congestion_map.png
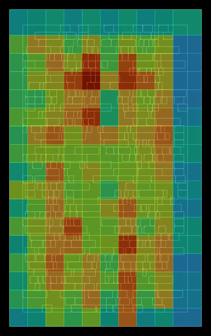
ff_map.png
Scale bar: 20 microns. Other sequential cells in the stronger grey, the rest of the logic in the fainter grey.
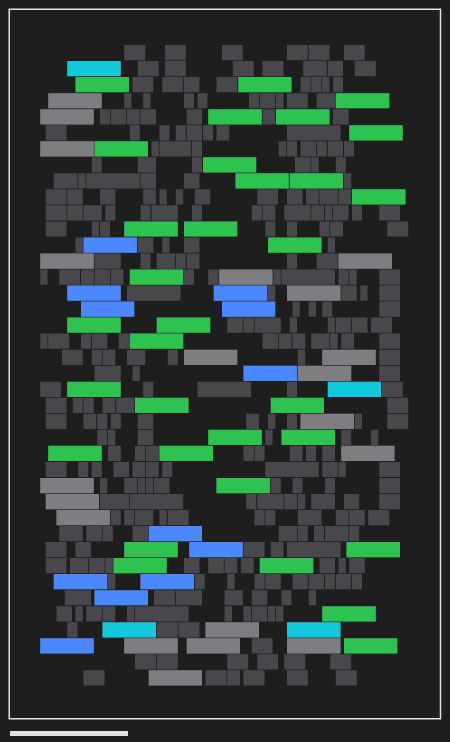
gates.png
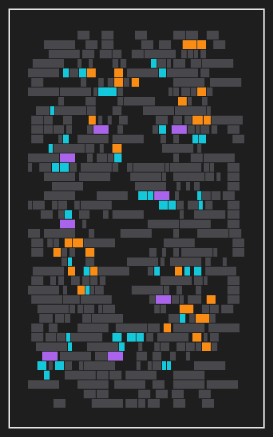
port_trees.png
Scale bar: 20 microns.
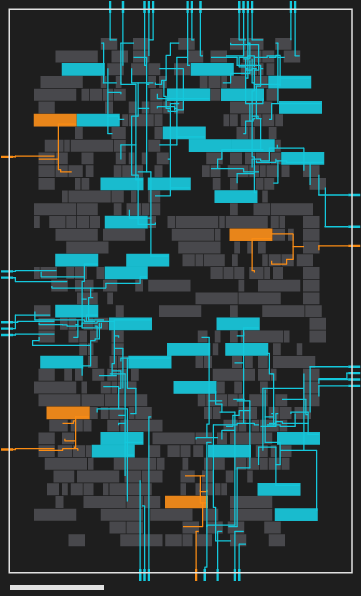
closeup.png
Scale bar: 10 microns. Region (6, 18) to (31, 43) microns. Cells in grey, sequential cells in the stronger grey; small squares are vias.
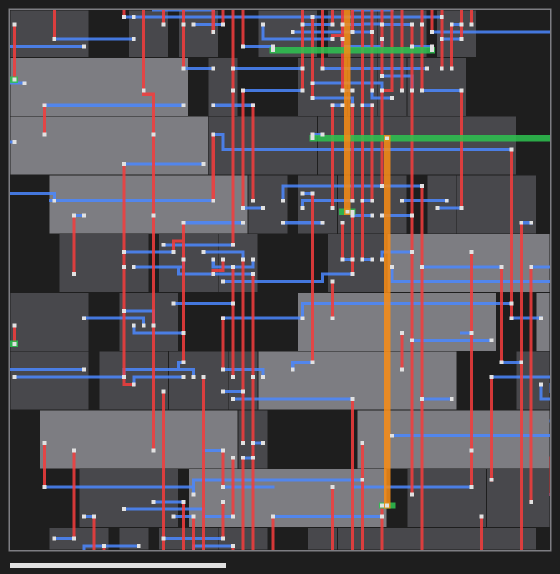
==> config.mk <==
export PLATFORM = sky130hd
export DESIGN_NAME = multi_edge_detector_flat
export DESIGN_NICKNAME = d
export VERILOG_FILES = /design/src/rtl/multi_edge_detector_if.sv /design/src/rtl/multi_edge_detector.sv /design/src/flat_wrapper.sv
export SDC_FILE = /design/constraint.sdc
export NUM_CORES = 1
export LEC_CHECK = 0
export CAP_MARGIN = 5
export CORE_ASPECT_RATIO = 1.75
export CORE_MARGIN = 5
export CORE_UTILIZATION = 45
export CTS_CLUSTER_DIAMETER = 60
export CTS_CLUSTER_SIZE = 14
export DETAILED_ROUTE_END_ITERATION = 6
export GPL_TIMING_DRIVEN = 0
export PLACE_DENSITY_LB_ADDON = 0.15
export SYNTH_ARGS = -nofsm -noshare
export SYNTH_HDL_FRONTEND = slang
export SYNTH_SLANG_ARGS = --single-unit
==> constraint.sdc <==
create_clock -name clk -period 2.2 [get_ports clk]
set_input_delay 0.22 -clock clk [delete_from_list [all_inputs] [get_ports clk]]
set_output_delay 0.22 -clock clk [all_outputs]
set_load 0.005 [all_outputs]
==> flow_summary.yaml <==
# flow metrics
floorplanning:
  core-area_sq_mm: 0.00681
  chip_area_sq_mm: 0.00876
  chipWidth_microns: 72.9
  rows: 40
clock_tree:
  clkSlewWorstSetupHoldPaths_ps: 50
  post-cts-setup-buffer-count: 0
  cts_inserted_buffers: 9
  number_of_clock_sinks_seen_by_cts: 68
  cts_tree: "done"
  ctsLongestPathBuffers: 2
  cts_max_level: 3
flow_run:
  max_cap_viol_count: 0
critical_path:
  timing.critical_path.cells: "ha_1 > and4_1 > buf_2 > or4_1 > a21oi_1"
  r2r_slack_ps: 420
  slowest_stage: "sky130_fd_sc_hd__dfrtp_1"
  critical_path.max_stage_delay_ps: 460
  worst-path-max-fanout: 10
  worstSetupStartpointType: "flop"
  reg2regPathDepth: 5
  path_depth: 5
  timing.setup.critical_path_class: "reg2reg"
synthesis:
  synth-main-ff-cell: "sky130_fd_sc_hd__dfrtp_1"
  enable_flop_cells: 0
  async_flop_share_pct: 100
  synthesis.area_per_instance_sq_um: 10.5
  synth_area_sq_mm: 0.00312
  adder_share_pct: 3.21
  synth_cell_types: 38
  ys_cells: 298
  aoi_share_pct: 14.9
  largest_area_cell: "sky130_fd_sc_hd__dfrtp_1"
  yosys.cell_count.top_type: "sky130_fd_sc_hd__dfrtp_1"
  synth.cellmix.xorXnorShare_pct: 1.12
cells_and_area:
  clock_tree_area_fraction_pct: 6.42
  final_area_sq_mm: 0.00411
  num-clock-buffers: 14
  fin_nets: 397
  layout-drive-gt1-share_pct: 6.12
  nFillCells: 628
  sequential_cell_total: 68
  largest_reg_flops: 32
  total_area_of_multi_input_combinational_cells_sq_mm: 0.00131
sta:
  layout_setup_ws_ps: 424
  fin_skew_ps: 4.11
  achievable_clock_frequency_mhz: 563
  fin_crit_ps: 1780
  tightest_slew_ps: 828
drt:
  route.detailed.vias_per_inst: 5.59
  firstDrtPassIters: 4
  detail-route-antenna-nets: 0
  wl_met1_microns: 2900
  route.top_layer_used: "met4"
  first_iter_violations: 198
  drt-total-wl_microns: 6760
  routed-wl-met3_microns: 272
min_path:
  min_delay_path_depth: 2
  timing.hold.worst.class: "in2reg"
pwr:
  p_sw_share_pct: 24.9
  vdd_drop_max_uv: 593
  pwr-share-comb_pct: 15.7
  total_leakage_power_nw: 1.63
  top_power_group: "sequential cells"
placement:
  placed_cells_incl_taps: 444
  dp_hpwl_microns: 4720
global_routing:
  globalRouteMet3Util_pct: 4.86
  grt.busiest_layer: "met2"
  grt_max_degree: 69
  grt_util_met1_pct: 20.9
  grt_pass1_wl_microns: 12000
  global_route.overflow_total: 0
outcome:
  run_status: "completed"
## Picture notes: congestion_map.png
gr usage total: 17.4%
wire per inst: 14.7 microns
met2 global-route usage: 28.2%

## Picture notes: ff_map.png
Key: blue = `u_core.stab_q` [sequential cells 12]; green = `u_core.bus.count` [sequential cells 32, where spread over the die]; cyan = `u_core.bus.fall` [sequential cells 4]
Another 20 sequential cells are not coloured.
utilization after layout: 60.4%
sequential fraction of total cell area: 41.4%

## Picture notes: gates.png
Key: orange = and/or cells [cells 26, most used or4_1]; cyan = nor cells [cells 39, most used nor3_1]; purple = fa/ha/maj cells [cells 8, most used ha_1]
Top cell excl fill/tap: sky130_fd_sc_hd__dfrtp_1
tally of non-filler cells in the final layout: 460
multi-input gate share of total cell area: 31.8%

## Picture notes: port_trees.png
Key: orange = `bus_level` [bits 4, direction output, end cells 4, buffers 4, wire 133 microns]; cyan = `bus_count` [bits 32, direction output, end cells 32, buffers 32, wire 1,570 microns]
number of input and output port buffers inserted: 62
top-level I/O count: 67

## Picture notes: closeup.png
Key: green = M3; orange = M4; red = M2; blue = M1
Sequential cells in the window: 9. Most frequent: dfrtp_1 (9), clkdlybuf4s50_1 (5), a21oi_1 (4). 43 logic cells have their middle in the window.

Power figures rest on the tool's default switching activity, not on a simulated workload.
